<file path="src/rtl/mux_arb_pkg.sv">
// Shared select encoding and output-slot state type for the shared-mux arbiter.
package mux_arb_pkg;
    localparam logic SEL_A = 1'b0;
    localparam logic SEL_B = 1'b1;

    typedef enum logic {EMPTY, FULL} slot_state_t;
endpackage

</file>
<file path="src/rtl/mux2_w.sv">
// Parameterised-width 2:1 mux: s=0 passes a, s=1 passes b.
module mux2_w #(
    parameter int WIDTH = 2
) (
    input  logic [WIDTH-1:0] a,
    input  logic [WIDTH-1:0] b,
    input  logic             s,
    output logic [WIDTH-1:0] y
);
    assign y = s ? b : a;
endmodule

</file>
<file path="src/rtl/mux_share_arb.sv">
// Round-robin arbiter sharing one 2:1 mux between requesters A and B,
// feeding a single-entry valid/ready output register with saturating grant counters.
module mux_share_arb
    import mux_arb_pkg::*;
#(
    parameter int WIDTH = 2,
    parameter int CNT_W = 8
) (
    input  logic             clk,
    input  logic             rst,
    input  logic             req_a,
    input  logic [WIDTH-1:0] data_a,
    output logic             ack_a,
    input  logic             req_b,
    input  logic [WIDTH-1:0] data_b,
    output logic             ack_b,
    output logic             sel,
    output logic             out_valid,
    output logic [WIDTH-1:0] out_data,
    input  logic             out_ready,
    output logic [CNT_W-1:0] cnt_a,
    output logic [CNT_W-1:0] cnt_b
);
    localparam logic [CNT_W-1:0] CNT_ONE = {{(CNT_W-1){1'b0}}, 1'b1};

    function automatic logic [CNT_W-1:0] sat_inc(input logic [CNT_W-1:0] c);
        return (c == {CNT_W{1'b1}}) ? c : c + CNT_ONE;
    endfunction

    slot_state_t      state, state_next;
    logic             sel_q;
    logic             last_served;
    logic             slot_free;
    logic             arb_en;
    logic             grant_a, grant_b, grant;
    logic [WIDTH-1:0] mux_y;

    assign slot_free = (state == EMPTY) || out_ready;
    assign arb_en    = slot_free && !rst;

    // On contention, the side that was not served last wins.
    assign grant_a = arb_en && req_a && (!req_b || last_served == SEL_B);
    assign grant_b = arb_en && req_b && (!req_a || last_served == SEL_A);
    assign grant   = grant_a || grant_b;

    assign ack_a = grant_a;
    assign ack_b = grant_b;
    assign sel   = grant_a ? SEL_A : (grant_b ? SEL_B : sel_q);

    mux2_w #(.WIDTH(WIDTH)) u_mux (
        .a (data_a),
        .b (data_b),
        .s (sel),
        .y (mux_y)
    );

    always_ff @(posedge clk) begin
        if (rst) state <= EMPTY;
        else     state <= state_next;
    end

    always_comb begin
        state_next = state;
        case (state)
            EMPTY:   if (grant) state_next = FULL;
            FULL:    if (out_ready && !grant) state_next = EMPTY;
            default: state_next = EMPTY;
        endcase
    end

    always_comb begin
        out_valid = (state == FULL);
    end

    always_ff @(posedge clk) begin
        if (rst) begin
            sel_q       <= SEL_A;
            last_served <= SEL_B;
            out_data    <= '0;
            cnt_a       <= '0;
            cnt_b       <= '0;
        end else begin
            sel_q <= sel;
            if (grant) begin
                out_data    <= mux_y;
                last_served <= grant_b ? SEL_B : SEL_A;
            end
            if (grant_a) cnt_a <= sat_inc(cnt_a);
            if (grant_b) cnt_b <= sat_inc(cnt_b);
        end
    end
endmodule

</file>
<file path="config.mk">
export PLATFORM = sky130hd
export DESIGN_NAME = mux_share_arb
export DESIGN_NICKNAME = d
export VERILOG_FILES = /design/src/rtl/mux_arb_pkg.sv /design/src/rtl/mux2_w.sv /design/src/rtl/mux_share_arb.sv
export SDC_FILE = /design/constraint.sdc
export NUM_CORES = 1
export LEC_CHECK = 0
export CORE_ASPECT_RATIO = 0.5
export CORE_UTILIZATION = 25
export DETAILED_ROUTE_END_ITERATION = 12
export PLACE_DENSITY = 0.46
export SETUP_SLACK_MARGIN = 0.15
export SLEW_MARGIN = 15
export SYNTH_ARGS = -nofsm -noshare
export SYNTH_HDL_FRONTEND = slang
export SYNTH_SLANG_ARGS = --single-unit
</file>
<file path="constraint.sdc">
create_clock -name clk -period 3.3 [get_ports clk]
set_input_delay 0.66 -clock clk [delete_from_list [all_inputs] [get_ports clk]]
set_output_delay 0.66 -clock clk [all_outputs]
set_load 0.03 [all_outputs]
</file>
==> images/class_map.png <==
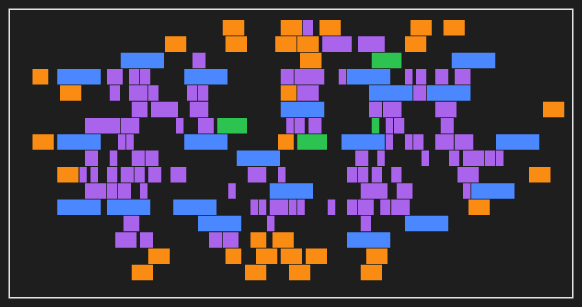
Key: remaining buffers and delay cells = orange [cells 32, share of their area 22%]; registers = blue [cells 21, share of their area 31%]; remaining logic cells = purple [cells 94, share of their area 44%]; clock drivers and dummy loads = green [cells 4, share of their area 3.3%]

==> images/util_map.png <==
The die is cut into 9 by 5 equal tiles; black is low, pale yellow is high, 0 to 100% covered.
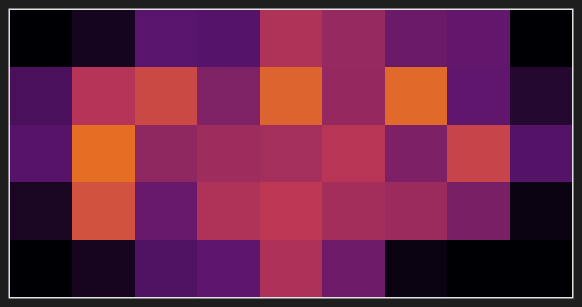
The fullest tile reaches 66%. The densest ninth of the die: centre. 11% of the tiles are nearly empty. The emptiest ninth of the die: south-east. The mean over all tiles is 31%.
area of the core: 0.00396 mm^2
FP Util: 26.5%
Finished Core Util: 36.3%

==> images/ff_map.png <==
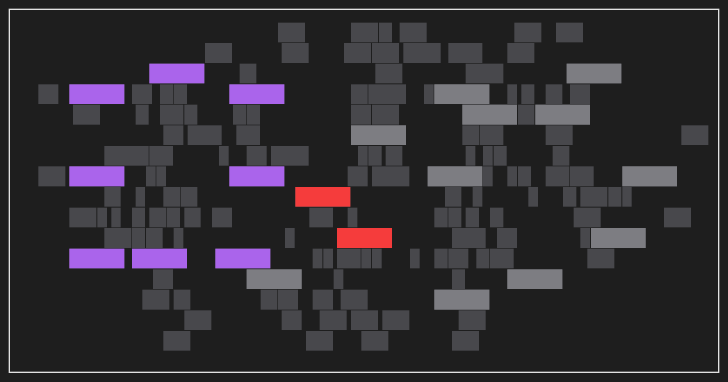
Key: `cnt_a` = purple [placed flops 8]; `out_data` = red [placed flops 2]

==> images/sizing.png <==
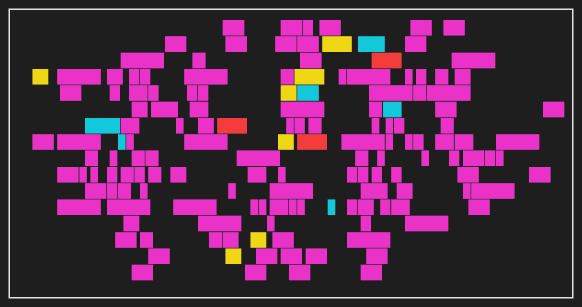
Key: x6 and larger = red [cells 3, share 2.0%]; x1 and smaller = magenta [cells 135, share 89%]; x3 and x4 = yellow [cells 7, share 4.6%]; x2 = cyan [cells 6, share 4.0%]
post-route cell area: 0.00144 mm^2
number of non-clock buffers: 32

==> images/congestion_map.png <==
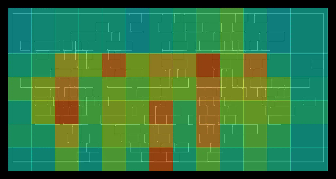
All-Layer GR Usage: 11.8%
WL/cell: 12.4 um
most used routing layer: met2
met3 Resource Use GR: 3.49%

==> results_dict.tcl <==
# metrics dict for downstream scripts
set metrics [dict create \
    hold_path_class "flip-flop to flip-flop" \
    final_nets 163 \
    clkPwrFrac_pct 33.9 \
    ctsResizeCount 0 \
    clkTransAtPathRegs_ps 70 \
    routed-wl-met3_um 85 \
    ys_cells 120 \
    edf_count 0 \
    rows 16 \
    adder_share_pct 2.38 \
    final.setup.tns_ps 0 \
    fp_nets 131 \
    dr_total_vias 1025 \
    nFillCells 435 \
    yosysSeqAreaShare_pct 40.0 \
    wl_met1_um 1290 \
    async_reset_ff_share_pct 0 \
    port-buffer-count 30 \
    crit_family "buffers and inverters" \
    synth.avg_cell_area_um2 8.76 \
    clockRootBuffer "clkbuf_8" \
    top_cell "dfxtp_1" \
    critPathArrivalTime_ps 2270 \
    place_ws_ps 370 \
    synthTopCellsByArea "dfxtp_1 (40%), a21oi_1 (4.3%), nor2_1 (3.9%), nand2_1 (3.2%), a311oi_1 (2.5%)" \
    syn-instance-count 120 \
    dp_hpwl_um 1780 \
    placed_area_mm2 0.00139 \
    top_logic_kind "simple AND/OR/NAND/NOR gates" \
    finalSetupViolCount 0 \
    top_power_group "sequential cells" \
    clock_skew_ps 3.98 \
    pg_comb_mw 0.0705 \
    mostFrequentLayoutCells "clkdlybuf4s50_1 (27), dfxtp_1 (21), nor2_1 (11)" \
    finalHoldViolCount 0 \
    topRoutingLayerUsed "met4" \
    rsz0062_at_grt "false" \
    critPathMaxStageDelay_ps 490 \
    seq-power_mw 0.265 \
    area_growth_pct 36.8 \
    stdcell_count 205 \
    cts_tree "yes" \
    compound_area_share_pct 23.5 \
    place_congestion 0.746 \
    worst_pin_slew_ps 620 \
    ios 31 \
    ys_warn_count 0 \
    top_area_cell "dfxtp_1" \
    grt_pass1_wl_um 4030 \
    worst-path-buf-inv 3 \
    powerDensity_mw_per_mm2 353 \
    ant_nets 0 \
    lay_top_count "clkdlybuf4s50_1" \
    clock.fmax_mhz 341 \
    grt_util_met2_pct 20.3 \
    ys_sh_simple_pct 28.2 \
    synth_area_mm2 0.00105 \
    finalWorstSetupSlack_ps 367 \
    cp_max_fo 7 \
    use_met1_pct 14.7 \
    numCtsBuffers 3 \
    drt-total-wl_um 2540 \
    switching_share_pct 25.6 \
    placed_cells 201 \
    routed-wl-met2_um 1150 \
    fin_crit_ps 2930 \
    top_cells_by_count "dfxtp_1 (21), nor2_1 (11), a21oi_1 (9), nand2_1 (9)" \
    synth.distinct_cells 41 \
    cts-htree-levels 1 \
    fp.dieW_um 93.7 \
    crit_slowest_cell "clkdlybuf4s50_1" \
    post_cts_buffers 0 \
    comb_area_um2 578 \
    power.leakage_nw 0.501 \
    first_pass_iters 4 \
    numClockSinks 21 \
    crit_type "primary input to output pin" \
    required_ps 2640 \
    ff_type "dfxtp_1" \
    fin_worst_hold_slack_ps 482 \
    seqPwrFrac_pct 52.2 \
    period_used_pct 88.9 \
    status "finished clean" \
    ys_sh_xor_pct 0 \
    antenna_found_initial 0 \
    worst_setup_path_start_kind "primary input" \
    slew_violations 0 \
    critPathCaptureType "output pin" \
    cts_hold_buffers 0 \
    grt_max_degree 20 \
    yosys.area.top_type_share_pct 40.0 \
    drt_iter0_markers 37 \
    intPower_mw 0.377 \
    viasPerCell 5.00 \
    layout-drive-gt1-share_pct 10.6 \
    die_h_um 47.9 \
    antennaDiodeCount 0 \
    slew_headroom_pct 58.3 \
    warning_count 26 \
    clkLatencyLatePin_ps 260 \
]
cell type report:
class                      count  share of cell area, %
inverter                       5                   1.31
tap                           54                   4.70
sequential                    21                   29.2
timing repair buffer          32                   21.4
clock buffer                   4                   3.13
multi-input combinational     89                   40.2
flip-flops by register name (all words and copies together) (netlist names):
register     cells
out_valid        1
out_data         2
cnt_b            8
cnt_a            8
last_served      1
sel_q            1
final timing paths:
| check | depth (start not counted) | slack [ps] | to | startpoint |
|---|---|---|---|---|
| max | 6 | 370 | sel | req_b |
| min | 2 | 480 | out_data[0] | out_data[0] |
| max reg2reg | 4 | 1550 | cnt_a[4] | out_valid |
| min reg2reg | 2 | 480 | out_data[0] | out_data[0] |
tightest hold or removal path, stage by stage (launching register included):
cell	delay, ps
dfxtp_1	320
nand2_1	50
a311oi_1	70
